Figure 1. Routing congestion map.
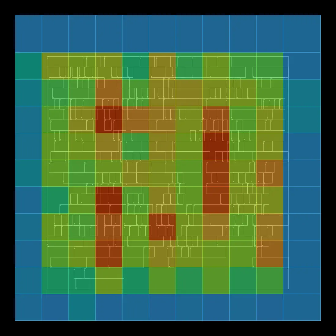
Figure 2. Register map, names as in the netlist.
The bar under the picture is 20 um long. Other sequential cells in the stronger grey, the rest of the logic in the fainter grey.
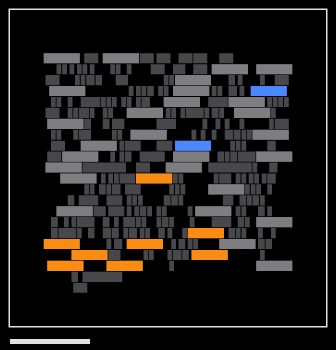
## config.mk

```make
export PLATFORM = sky130hd
export DESIGN_NAME = sw_stepper
export DESIGN_NICKNAME = d
export VERILOG_FILES = /design/src/rtl/sw_stepper.sv
export SDC_FILE = /design/constraint.sdc
export NUM_CORES = 1
export LEC_CHECK = 0
export ABC_AREA = 1
export CORE_MARGIN = 8
export CORE_UTILIZATION = 48
export DETAILED_ROUTE_END_ITERATION = 10
export GPL_TIMING_DRIVEN = 0
export PLACE_DENSITY = 0.68
export SLEW_MARGIN = 40
export SYNTH_ARGS = -nofsm -noshare
export SYNTH_HDL_FRONTEND = slang
export SYNTH_SLANG_ARGS = --single-unit
export TNS_END_PERCENT = 100
```

## constraint.sdc

```tcl
create_clock -name clk -period 2.7 [get_ports clk]
set_input_delay 0.27 -clock clk [delete_from_list [all_inputs] [get_ports clk]]
set_output_delay 0.27 -clock clk [all_outputs]
set_load 0.05 [all_outputs]
```

## src/rtl/sw_stepper.sv

```systemverilog
// Debounced switch/button front end that issues single step pulses.
// Define SW_STEPPER_AUTORUN_EN to add a periodic auto-run stepper.
module sw_stepper #(
  parameter int DEBOUNCE_CYCLES = 4,
  parameter int AUTO_PERIOD     = 8
) (
  input  logic       clk,
  input  logic       reset,
  input  logic [1:0] sw_raw,
  input  logic       step_btn,
  input  logic       run_en,
  output logic [1:0] sw_in,
  output logic       ctrl_in,
  output logic [7:0] step_count
);

  localparam logic [7:0] SW_LAST  = 8'(DEBOUNCE_CYCLES - 1);
  localparam logic [7:0] BTN_LAST = 8'(DEBOUNCE_CYCLES - 2);

  typedef enum logic [1:0] {
    IDLE,
    DEB_PRESS,
    HELD,
    DEB_REL
  } state_t;

  logic [1:0] sw_s1;
  logic [1:0] sw_sync;
  logic       btn_s1;
  logic       btn_sync;
  logic [1:0] sw_cand;
  logic [7:0] sw_cnt;
  state_t     state;
  state_t     state_nxt;
  logic [7:0] btn_cnt;
  logic [7:0] btn_cnt_nxt;
  logic       man_pulse;
  logic       pulse;

  always_ff @(posedge clk or negedge reset) begin
    if (!reset) begin
      sw_s1    <= '0;
      sw_sync  <= '0;
      btn_s1   <= 1'b0;
      btn_sync <= 1'b0;
    end else begin
      sw_s1    <= sw_raw;
      sw_sync  <= sw_s1;
      btn_s1   <= step_btn;
      btn_sync <= btn_s1;
    end
  end

  // sw_in reloads every stable cycle, so a blocked load lands next cycle
  always_ff @(posedge clk or negedge reset) begin
    if (!reset) begin
      sw_cand <= '0;
      sw_cnt  <= '0;
      sw_in   <= '0;
    end else if (sw_sync != sw_cand) begin
      sw_cand <= sw_sync;
      sw_cnt  <= '0;
    end else if (sw_cnt != SW_LAST) begin
      sw_cnt  <= sw_cnt + 8'd1;
    end else if (!pulse) begin
      sw_in   <= sw_cand;
    end
  end

  always_ff @(posedge clk or negedge reset) begin
    if (!reset) begin
      state   <= IDLE;
      btn_cnt <= '0;
    end else begin
      state   <= state_nxt;
      btn_cnt <= btn_cnt_nxt;
    end
  end

  always_comb begin
    state_nxt   = state;
    btn_cnt_nxt = btn_cnt;
    man_pulse   = 1'b0;
    unique case (state)
      IDLE: begin
        if (btn_sync) begin
          state_nxt   = DEB_PRESS;
          btn_cnt_nxt = '0;
        end
      end
      DEB_PRESS: begin
        if (!btn_sync) begin
          state_nxt   = IDLE;
          btn_cnt_nxt = '0;
        end else if (btn_cnt == BTN_LAST) begin
          state_nxt   = HELD;
          btn_cnt_nxt = '0;
          man_pulse   = 1'b1;
        end else begin
          btn_cnt_nxt = btn_cnt + 8'd1;
        end
      end
      HELD: begin
        if (!btn_sync) begin
          state_nxt   = DEB_REL;
          btn_cnt_nxt = '0;
        end
      end
      DEB_REL: begin
        if (btn_sync) begin
          state_nxt   = HELD;
          btn_cnt_nxt = '0;
        end else if (btn_cnt == BTN_LAST) begin
          state_nxt   = IDLE;
          btn_cnt_nxt = '0;
        end else begin
          btn_cnt_nxt = btn_cnt + 8'd1;
        end
      end
    endcase
  end

`ifdef SW_STEPPER_AUTORUN_EN
  localparam logic [7:0] P_LAST = 8'(AUTO_PERIOD - 1);

  logic       run_s1;
  logic       run_sync;
  logic [7:0] per_cnt;
  logic       auto_pulse;
  logic       auto_live;

  always_ff @(posedge clk or negedge reset) begin
    if (!reset) begin
      run_s1   <= 1'b0;
      run_sync <= 1'b0;
    end else begin
      run_s1   <= run_en;
      run_sync <= run_s1;
    end
  end

  // no auto pulse while a press is starting, so a fast manual pulse
  // can never land on the very next cycle
  assign auto_live  = run_sync && (state == IDLE) && !btn_sync;
  assign auto_pulse = auto_live && (per_cnt == P_LAST);

  always_ff @(posedge clk or negedge reset) begin
    if (!reset) begin
      per_cnt <= '0;
    end else if (!run_sync || state != IDLE || man_pulse) begin
      per_cnt <= '0;
    end else if (per_cnt == P_LAST) begin
      per_cnt <= '0;
    end else begin
      per_cnt <= per_cnt + 8'd1;
    end
  end

  assign pulse = man_pulse | auto_pulse;
`else
  logic unused_run;
  assign unused_run = run_en;
  assign pulse      = man_pulse;
`endif

  always_ff @(posedge clk or negedge reset) begin
    if (!reset) begin
      ctrl_in    <= 1'b0;
      step_count <= '0;
    end else begin
      ctrl_in <= pulse;
      if (pulse) step_count <= step_count + 8'd1;
    end
  end

endmodule

```

==> results.json <==
{
  "status": "completed",
  "cp.arrival_ns": 1.59,
  "grt_pass1_vias": 1402,
  "coreArea_um2": 3720,
  "numSynthFlops": 37,
  "highest_layer": "met4",
  "dp_hpwl_um": 2500,
  "grt_pass1_wl_um": 6090,
  "drt_iter0_markers": 42,
  "fin_hold_ws_ns": 0.355,
  "wl_met3_um": 94,
  "gp_routability_congestion": 0.774,
  "wl_met1_um": 1680,
  "layout.cells.most_common": "nand2_1",
  "flop_cell": "dfrtp_1",
  "ys_sh_mux": 0,
  "ys_chip_area_um2": 1880,
  "holdPathStages": 0,
  "largestRegisters": "btn_cnt: 8 flops, step_count: 8 flops, sw_cnt: 8 flops",
  "cap_violations": 0,
  "port_buffers": 15,
  "intPower_mw": 1.08
}
## Picture notes: Figure 1
met2 Use GR: 0.189
GR Util met1: 0.149
met3 usage: 0.0353
WL per Instance: 10.9 um
post-layout util: 0.608

## Picture notes: Figure 2
`btn_cnt` -> orange  # placed flops 8
`sw_cand` -> blue  # placed flops 2
not coloured = 27
Seq/total area: 0.410
Flop+latch power: 664 uW
area of all sequential standard cells: 926 um2

Power and IR drop assume default switching activity.
